===== src/rtl/flag_register_stack.sv =====
// rtl/flag_register_stack.sv - parametrised status flag register with LIFO context stack
module flag_register_stack #(
    parameter int                 N_FLAGS     = 4,
    parameter int                 STACK_DEPTH = 4,
    parameter logic [N_FLAGS-1:0] STICKY_MASK = '0,
    parameter int                 DEPTH_W     = $clog2(STACK_DEPTH + 1)
) (
    input  logic               clock,
    input  logic               reset,
    input  logic [N_FLAGS-1:0] flags_in,
    input  logic [N_FLAGS-1:0] update_mask,
    input  logic               clear_sticky,
    input  logic               load_en,
    input  logic [N_FLAGS-1:0] load_value,
    input  logic               push,
    input  logic               pop,
    input  logic               err_clear,
    output logic [N_FLAGS-1:0] flags,
    output logic [DEPTH_W-1:0] depth,
    output logic               stack_full,
    output logic               stack_empty,
    output logic               stack_ovf,
    output logic               stack_unf
);

    localparam int IDX_W = (STACK_DEPTH > 1) ? $clog2(STACK_DEPTH) : 1;
    localparam logic [DEPTH_W-1:0] MAX_DEPTH = DEPTH_W'(STACK_DEPTH);

    logic [N_FLAGS-1:0] r_flags;
    logic [DEPTH_W-1:0] r_depth;
    logic               r_ovf;
    logic               r_unf;
    logic [N_FLAGS-1:0] r_stack [STACK_DEPTH];

    logic               w_full;
    logic               w_empty;
    logic               w_push_only;
    logic               w_pop_only;
    logic               w_both;
    logic               w_valid_push;
    logic               w_valid_pop;
    logic               w_ovf_evt;
    logic               w_unf_evt;
    logic [IDX_W-1:0]   w_wr_idx;
    logic [IDX_W-1:0]   w_top_idx;
    logic [N_FLAGS-1:0] w_update;
    logic [N_FLAGS-1:0] w_flags_next;
    logic [DEPTH_W-1:0] w_depth_next;

    assign w_full       = (r_depth == MAX_DEPTH);
    assign w_empty      = (r_depth == '0);
    assign w_push_only  = push & ~pop;
    assign w_pop_only   = pop & ~push;
    assign w_both       = push & pop;
    assign w_valid_push = w_push_only & ~w_full;
    assign w_valid_pop  = w_pop_only & ~w_empty;
    // Simultaneous push and pop is illegal and raises both error flags.
    assign w_ovf_evt    = (w_push_only & w_full) | w_both;
    assign w_unf_evt    = (w_pop_only & w_empty) | w_both;
    assign w_wr_idx     = IDX_W'(r_depth);
    assign w_top_idx    = IDX_W'(r_depth - 1'b1);

    always_comb begin
        w_update = r_flags;
        for (int i = 0; i < N_FLAGS; i++) begin
            logic w_base;
            w_base = (clear_sticky & STICKY_MASK[i]) ? 1'b0 : r_flags[i];
            if (!update_mask[i]) begin
                w_update[i] = w_base;
            end else if (STICKY_MASK[i]) begin
                w_update[i] = w_base | flags_in[i];
            end else begin
                w_update[i] = flags_in[i];
            end
        end
    end

    always_comb begin
        w_flags_next = w_update;
        if (w_valid_pop) begin
            w_flags_next = r_stack[w_top_idx];
        end else if (load_en) begin
            w_flags_next = load_value;
        end
    end

    always_comb begin
        w_depth_next = r_depth;
        if (w_valid_push) begin
            w_depth_next = r_depth + 1'b1;
        end else if (w_valid_pop) begin
            w_depth_next = r_depth - 1'b1;
        end
    end

    always_ff @(posedge clock) begin
        if (reset) begin
            r_flags <= '0;
            r_depth <= '0;
            r_ovf   <= 1'b0;
            r_unf   <= 1'b0;
        end else begin
            r_flags <= w_flags_next;
            r_depth <= w_depth_next;
            // A fresh error in the same cycle overrides err_clear.
            r_ovf   <= w_ovf_evt | (r_ovf & ~err_clear);
            r_unf   <= w_unf_evt | (r_unf & ~err_clear);
        end
    end

    // Contents are don't-care after reset, so only the write is gated.
    always_ff @(posedge clock) begin
        if (!reset && w_valid_push) begin
            r_stack[w_wr_idx] <= r_flags;
        end
    end

    assign flags       = r_flags;
    assign depth       = r_depth;
    assign stack_full  = w_full;
    assign stack_empty = w_empty;
    assign stack_ovf   = r_ovf;
    assign stack_unf   = r_unf;

endmodule


===== config.mk =====
export PLATFORM = sky130hd
export DESIGN_NAME = flag_register_stack
export DESIGN_NICKNAME = d
export VERILOG_FILES = /design/src/rtl/flag_register_stack.sv
export SDC_FILE = /design/constraint.sdc
export NUM_CORES = 1
export LEC_CHECK = 0
export CAP_MARGIN = 20
export CORE_ASPECT_RATIO = 1.5
export CORE_MARGIN = 8
export CORE_UTILIZATION = 47
export CTS_BUF_LIST = sky130_fd_sc_hd__clkbuf_16
export DETAILED_ROUTE_END_ITERATION = 12
export GPL_TIMING_DRIVEN = 0
export PLACE_DENSITY_LB_ADDON = 0.2
export SYNTH_ARGS = -nofsm -noshare
export SYNTH_HDL_FRONTEND = slang
export SYNTH_SLANG_ARGS = --single-unit

===== constraint.sdc =====
create_clock -name clock -period 2.8 [get_ports clock]
set_clock_uncertainty 0.2 [all_clocks]
set_input_delay 0.56 -clock clock [delete_from_list [all_inputs] [get_ports clock]]
set_output_delay 0.56 -clock clock [all_outputs]
set_load 0.01 [all_outputs]

==> flow_summary.ini <==
; physical design summary
[final_layout]
fin_nets = 145
lay_top_count = clkdlybuf4s50_1
instances_no_fill = 143
syn2layout_area_growth_pct = 33.0
final_layout_top_logic_cells = clkdlybuf4s50_1, edfxtp_1, dfxtp_1
layout-drive-gt1-share_pct = 10.1
n_antenna_cell = 0

[final_timing]
relSlewSlack_pct = 69.0
fin_tns_setup_ns = 0
rsz0062_at_grt = no
tightest_slew_ns = 0.465
slew_viol_final = 0
finalSetupViolations = 0
period_used_pct = 95.4
min_period_ns = 2.67
fmax_mhz = 374
hold_viol = 0

[power_and_ir_drop]
switching_share_pct = 24.1
p_comb_share_pct = 22.3
power.leakage_nw = 0.568
p_switching_w = 0.000230
power_density_nw_per_um2 = 616
power_frac_clock_pct = 32.0
p_seq_share_pct = 45.7
vdd_drop_max_mv = 0.438
intPower_w = 0.000724

[clocking]
cts_sinks = 25
cts_resized = 0
post_cts_buffers = 0
clk_latency_ns = 0.25
clk_pin_slew_worst_paths_ns = 0.06
htreeDepth = 1
tritoncts = yes
root_buffer = clkbuf_16
hold_buffers = 0
cts_made_buffers = 3
clk_path_buf_depth = 2

[global_route]
grt_pass1_wl_um = 4060
grt_max_degree = 14
grt_antenna_before_repair = 0
grt_overflow_total = 0
grt_pass1_vias = 890
grtUsageTotal_pct = 11.6

[yosys]
yosys_area_um2 = 1160
synth_top_area_share_pct = 41.2
fa_ha_area_share_pct = 6.44
syn_area_um2 = 1160
synthesis.nets = 113
ys_seq_share_pct = 56.7
edf_count = 16
ys.flops = 25
synthAoiAreaFrac_pct = 10.4
synthCells = 88
synthArstFlopShare_pct = 0
synth-xor-area-share_pct = 0
area_leaders = edfxtp_1, dfxtp_1, mux4_2
ys_types = 29
synth_area_leader_cell = edfxtp_1
synthMuxAreaShare_pct = 12.1
ff_type = edfxtp_1
yosysCellCount = 88
syn_avg_cell_area_um2 = 13.2
yosys_warnings = 0
simple_gate_share_pct = 11.9
synth.comb.largest_family = multiplexers

[placement]
dp.cells = 139
dp_hpwl_um = 1970
port_buffers = 27
gp_congestion = 0.721

[critical_path]
worst_path_max_delay_cell = clkdlybuf4s50_1
reg2reg_depth = 6
start_kind = register
required_ns = 2.04
cp_data_arrival_time_ns = 1.91
crit_path_end = stack_empty
critPathLaunch = depth[0]
worst-path-stages = 5
crit_type = register to primary output
crit_path_end_kind = primary output
cp_slowest_stage_delay_ns = 0.55
crit_family = buffers and inverters
worstPathMaxFanout = 6
r2r_start = depth[0]
crit_buf_inv = 3
r2r_setup_slack_ns = 0.52
crit_chain = clkbuf_4 > inv_1 > ha_1 > ha_2 > clkdlybuf4s50_1
r2r_end = flags[2]

[hold_path]
holdPathEnd = stack_unf
hp-class = register to register
holdPathStages = 2
worstHoldStart = stack_unf

[drt]
drt_iter0_markers = 19
vias_per_cell = 5.61
ant_nets = 0
drc = 0
firstDrtPassIters = 4
wl_per_cell_um = 17.3

[die]
chip_area_um2 = 4360
die_x_um = 56.7
num_rows = 22
fp_util_pct = 48.6
core_area_um2 = 2390
io-pin-count = 30
die_y_um = 77.0

[job]
warnings = 31
maxCapViolations = 0

[outcome]
status = finished, final reports clean
[power groups by stage]
stage / sequential [W] / clock (W) / combinational [W]
2_1_floorplan: 0.000446 / 0 / 0.000110
3_3_place_gp: 0.000442 / 0 / 0.000206
3_5_place_dp: 0.000444 / 0 / 0.000211
4_1_cts: 0.000437 / 0.000309 / 0.000213
5_1_grt: 0.000440 / 0.000323 / 0.000230
6_report: 0.000436 / 0.000305 / 0.000213
[cell usage after synthesis, types with 2 or more instances]
cell type and n:
nor3_1 2, inv_1 4, edfxtp_1 16, a21oi_1 4
and2_1 5, mux2i_1 4, a22o_1 4, dfxtp_1 9
o21ai_0 5, nand2_1 5, ha_1 6, mux4_2 4
nor2_1 4
[sequential cells by signal, indices dropped and copies added, names as in the netlist]
name	cells
stack_ovf	1
flags	4
depth	3
r_stack	16
stack_unf	1
[routing by layer]
metal / wire length, um / part of all wire (%) / vias up / track usage (%)
li1: - / - / 392 / -
met2: 1340 / 54 / 28 / 21.7
met1: 954 / 39 / 376 / 11.4
met3: 124 / 5.0 / 6 / 3.29
met5: 0 / 0 / - / 0
met4: 51 / 2.1 / 0 / 4.59
[stage by stage]
stage          utilization [%]  power, W  instance area (um^2)  hold WS [ns]  worst slack, ns
2_1_floorplan                -  0.000556                  1160         0.289            0.670
3_3_place_gp              61.2  0.000648                  1470         0.259            0.325
3_5_place_dp              61.2  0.000655                  1470         0.283            0.284
4_1_cts                   64.5  0.000959                  1540         0.294           0.0254
5_1_grt                   64.7  0.000993                  1550         0.308           0.0124
6_report                  64.7  0.000954                  1550         0.288            0.129
[final cells by class]
type,count,area (um^2)
plain buffers,3,15.0
clock buffers,3,75.1
clock inverters,1,3.75
fillers,198,846
inverters,4,15.0
multi-input cells,56,479
flip-flops and latches,25,661
well taps,24,30.0
repair buffers,27,270
### Signal wires on met1

Scale bar: 20 um.
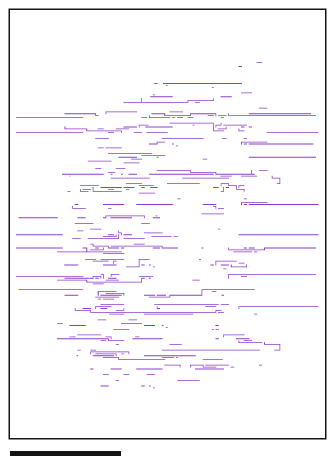
main direction: horizontal
longest straight run: 22.5 um
nets with wire on the layer: 127
share of all routed wire: 39%

### Metal 2

Scale bar: 20 um. Cells faint in the background.
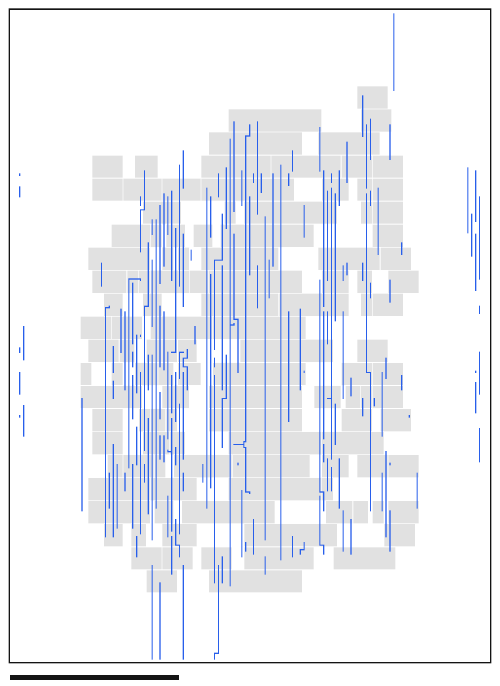
longest straight run: 52.7 um
main direction: vertical
wire length on this layer: 1340 um
share of all routed wire: 54%
met2 Use GR: 21.7%
DR vias: 802

### Signal wires on met3

Scale bar: 20 um. Cells faint in the background.
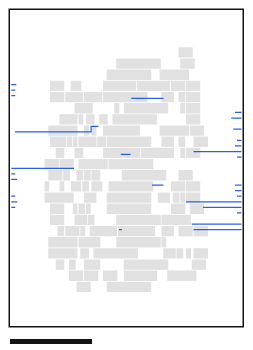
wire length on this layer: 125 um
nets with wire on the layer: 26
main direction: horizontal
drt total wl: 2470 um
GR Util met3: 3.29%

### Placement density heat map

The die is cut into 6 by 8 equal tiles; white is low, dark blue is high, 0 to 100% covered.
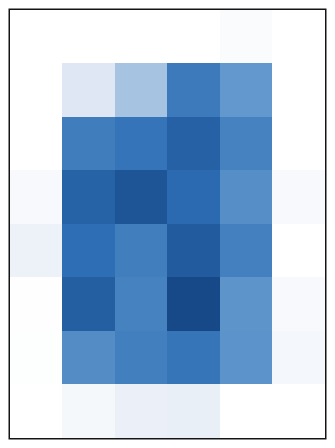
densest ninth of the die: center
fullest tile: 90%
emptiest ninth of the die: north-west

Power and IR drop assume default switching activity.
